Figure 1. Cell sizes after repair.
Bar = 10 µm.
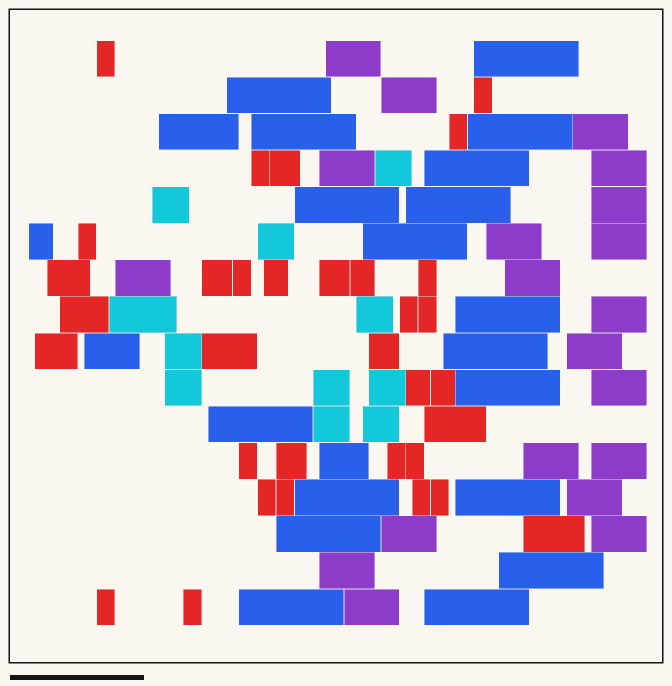
Figure 2. Layout detail.
Window x 24 to 49, y 0 to 25 µm. Cells in gray, sequential cells in the stronger gray; small squares are vias.
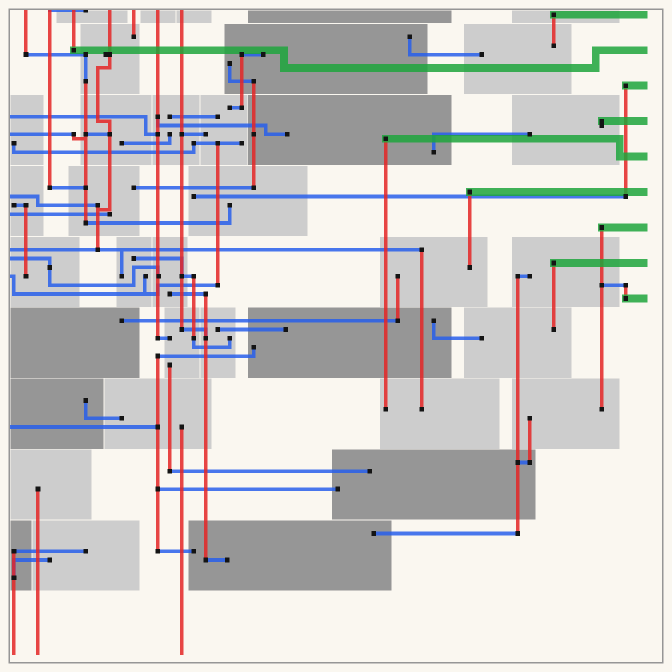
==> config.mk <==
export PLATFORM = sky130hd
export DESIGN_NAME = instruction_decoder_seq_flat
export DESIGN_NICKNAME = d
export VERILOG_FILES = /design/src/rtl/instruction_decoder_seq_pkg.sv /design/src/rtl/instruction_decoder_seq_if.sv /design/src/rtl/instruction_decoder_seq_onehot_decode.sv /design/src/rtl/instruction_decoder_seq.sv /design/src/flat_wrapper.sv
export SDC_FILE = /design/constraint.sdc
export NUM_CORES = 1
export LEC_CHECK = 0
export CORE_MARGIN = 1
export CORE_UTILIZATION = 25
export DETAILED_ROUTE_END_ITERATION = 8
export GPL_ROUTABILITY_DRIVEN = 0
export PLACE_DENSITY = 0.64
export SLEW_MARGIN = 10
export SYNTH_ARGS = -nofsm -noshare
export SYNTH_HDL_FRONTEND = slang
export SYNTH_SLANG_ARGS = --single-unit
==> constraint.sdc <==
create_clock -name clk -period 0.9 [get_ports clk]
set_input_delay 0.18 -clock clk [delete_from_list [all_inputs] [get_ports clk]]
set_output_delay 0.18 -clock clk [all_outputs]
set_load 0.02 [all_outputs]
==> out/notes.md <==
Summing the sequential cell areas from Yosys gives 66.7% of the chip area. The worst setup path is launched from a flip-flop. After floorplanning, the core was sized to cover 2000 µm².

Once synthesis finished, the tally of register bits stood at 18. In this run the full chip footprint comes out at 2350 µm². Once detailed placement completed, the half-perimeter wirelength came to 795 µm.

The peak fanout along the critical path was 2. The run gives 0% for the aoi/oai-family share of the synthesized area. The synthesized netlist devotes 0% of its cell area to XOR and XNOR gates. The fraction of synthesized cell area taken by the top area cell type is 66.7%. The run gives 49 as the count of instantiated cells in the yosys netlist. Sorting the Yosys area breakdown by cell type puts at the top dfxtp_1. The count of distinct cell types in the synthesized netlist was 14. Across all layers, the routed design uses 432 vias. The clock passes through at most 2 buffers. The number of sinks on the clock net was 18. The number of vias per cell after detailed routing works out to 3.82. For reference, the most critical setup path is categorized as reg2out. The number of top-level design ports is 30. The final timing report counts setup violations totalling 11. At the worst endpoint, the arrival time is 740 ps. The starting density of the core is 27.0%.

The number of buffer and inverter stages on the critical path was 1. After synthesis, the largest family of logic cells by area is simple AND/OR/NAND/NOR gates. For this design the static power due to leakage is 0.436 nW. Entering global routing, the biggest net connects 10 pins. The run gives 3 for the number of buffers created by CTS. The count of pins over their slew limit was 0.

The arithmetic-cell share of the synthesized area counting full adders, half adders and majority gates was 0%; the max-cap check violation count was 0. The run gives 4 for the first-pass iteration count of the detailed router. The top cell family by delay on the critical path was flip-flops. The DRC violation total after the first TritonRoute iteration came out at 4. With the residual overflow from global routing at 0, the number of levels the H-tree was split into is 1. The tools report the via count of the first global-routing pass as 444.

Per the summary, power density relative to cell area is 1420 nW/µm². The worst path needs 917 ps of the cycle, external delays included. The first global-routing pass estimated 1.86 mm of wire. Endpoints failing hold in the final report were tallied at 0. The tools report the gate count after technology mapping as 49. Traced cell by cell, the critical path runs through buf_6. In this run the mean area of a mapped cell was 11.0 µm². Of the total synthesized cell area, the portion taken by AND, OR, NAND and NOR gates is 26.4%.

With the chip width at 48.5 µm, the DRC violations left is 0. The global routing usage summed across all routing layers is 10.3%. Nets still carrying antenna violations after routing amount to 0. The run gives -17.3 ps for the post-layout worst setup margin. The fmax came out at 1090 MHz. The worst setup path is captured at an output port.

The run gives 0 as the tally of yosys warning messages. TritonCTS built the clock tree. The chip area line in the Yosys stat output reads 541 µm². By area the synthesized netlist is led by dfxtp_1 67%, nor2_1 6.9%, buf_4 5.6%, nand4bb_1 4.2%, nand2b_1 3.5%. Cells with a size suffix above 1 make up 61.6% of the layout. The proportion of register bits with asynchronous set or reset after synthesis was 0%; the number of antenna diodes was 0. By instance count, the leading cell after synthesis is dfxtp_1.

The placement stage leaves a total instance area of 880 µm². VDD sags by at most 0.555 mV. In this run the cell area of the synthesized design comes to 541 µm². Post-synth tally of flip-flops with integrated enable: 0. The final reports fail on negative setup slack. On the worst setup and hold paths after CTS, the clock-pin slew comes to 80 ps. OpenROAD emitted warnings numbering 28. The largest individual stage delay along the critical path comes from the cell dfxtp_2. Among all stages on the critical path, the maximum delay recorded is 350 ps.

The number of setup buffers added after CTS is 0. The path class of the tightest hold or removal check is in2reg. The OpenROAD report gives the critical path a required time of 720 ps. The register with the most flip-flops in the layout has 16 of them. The final critical path takes up 102% of the cycle. Clock tree synthesis selected as its root buffer the cell clkbuf_4.

Timing analysis after detailed placement gives a worst setup slack of -548 ps. From bottom edge to top edge, the die measures 48.5 µm. The commonest cells after synthesis are 18 x dfxtp_1, 10 x nor2_1, 4 x buf_4. For the final layout net count, the log shows 95. Number of antenna violations at the first check in global routing: 0.

The average wire per cell in the routed design works out to 9.59 µm. The final wirelength was 1.08 mm; the cell depth of the worst setup path was 1. The number of buffer cells added on primary ports was 26; the number of cells traversed by the worst hold path was 2.

With the final core utilization at 47.8%, the layout-stage area growth over the synthesis result is 76.9%. The run gives 16 for the standard-cell row count. Setup repair after global routing could not meet its margin everywhere. Looking at the cell usage after synthesis, the top flip-flop cell is dfxtp_1. The run gives 0% for the fraction of synthesized area in multiplexers. The flow ran to the end, but the final reports show violations.
-- Figure 1 (at the start) --
- drive 3 to 4: cyan (cells 11; share 13%; most used buf_4)
- drive 1 or less: red (cells 33; share 38%; most used nor2_1)
- drive 2: blue (cells 22; share 26%; most used dfxtp_2)
- drive 6 and up: purple (cells 20; share 23%; most used buf_6)
final standard cell area without fillers: 956 µm²
setup slack after layout: -17.3 ps

-- Figure 2 (at the start) --
- met1: blue
- met2: red
- met3: green
- sequential cells in the window: 6
- cells with their middle in the window: 27
- most frequent: buf_6 (9), dfxtp_2 (6), nor2_1 (3)

-- layer usage --
metal	global-route usage (%)	share of wire, %
met5	0	0
met4	4.41	0
met3	4.40	7.4
met2	15.5	48
met1	13.0	44
-- logic make-up (layout without fill, tap and decap cells) --
kind of cell / Yosys count / after routing
simple gates: 25 / 25
flops: 18 / 18
other cells: 1 / 5
buf+inv: 5 / 38
-- where the power goes --
group	leakage (nW)	internal, mW	switching (mW)
Clock	0.0138	0.155	0.209
Combinational	0.268	0.0873	0.0859
Sequential	0.154	0.812	0.00726
-- final cells by class --
class,count,area (µm²)
Tap cell,27,33.8
Inverter,1,3.75
Sequential cell,18,383
Multi-Input combinational cell,30,166
Clock buffer,3,22.5
Timing Repair Buffer,34,347
Fill cell,209,1050
-- metrics by stage --
step / instances / TNS (ps) / hold slack [ps] / power, mW
floorplan: 53 / 0 / 249 / 0.910
global placement: 110 / -9730 / 848 / 1.00
detailed placement: 110 / -10040 / 834 / 1.01
CTS: 113 / -195 / 295 / 1.36
global route: 113 / -803 / 159 / 1.43
finish: 113 / -79.2 / 165 / 1.36
-- what timing repair did --
item                                    in CTS  in global routing
endpoints found under the setup margin      35                 24
endpoints found under the hold margin        0                  0
pin swaps                                    2                  2
gates resized                              142                  5
hold buffers                                 0                  0
-- cell usage in the layout (no fill, tap or decap) --
master,instances
clkdlybuf4s15_2,1
nand2_1,2
buf_6,20
nand4bb_2,1
nand2b_1,3
buf_2,1
clkbuf_4,3
inv_1,1
dlymetal6s2s_1,2
buf_4,7
dlygate4sd2_1,2
clkdlybuf4s15_1,1
or4b_4,1
nor4_1,1
nand4bb_1,1
nor2_1,10
nor3_2,1
nor2b_1,1
dfxtp_2,18
nor3_1,3
conb_1,5
nand3_1,1
Power figures rest on the tool's default switching activity, not on a simulated workload.
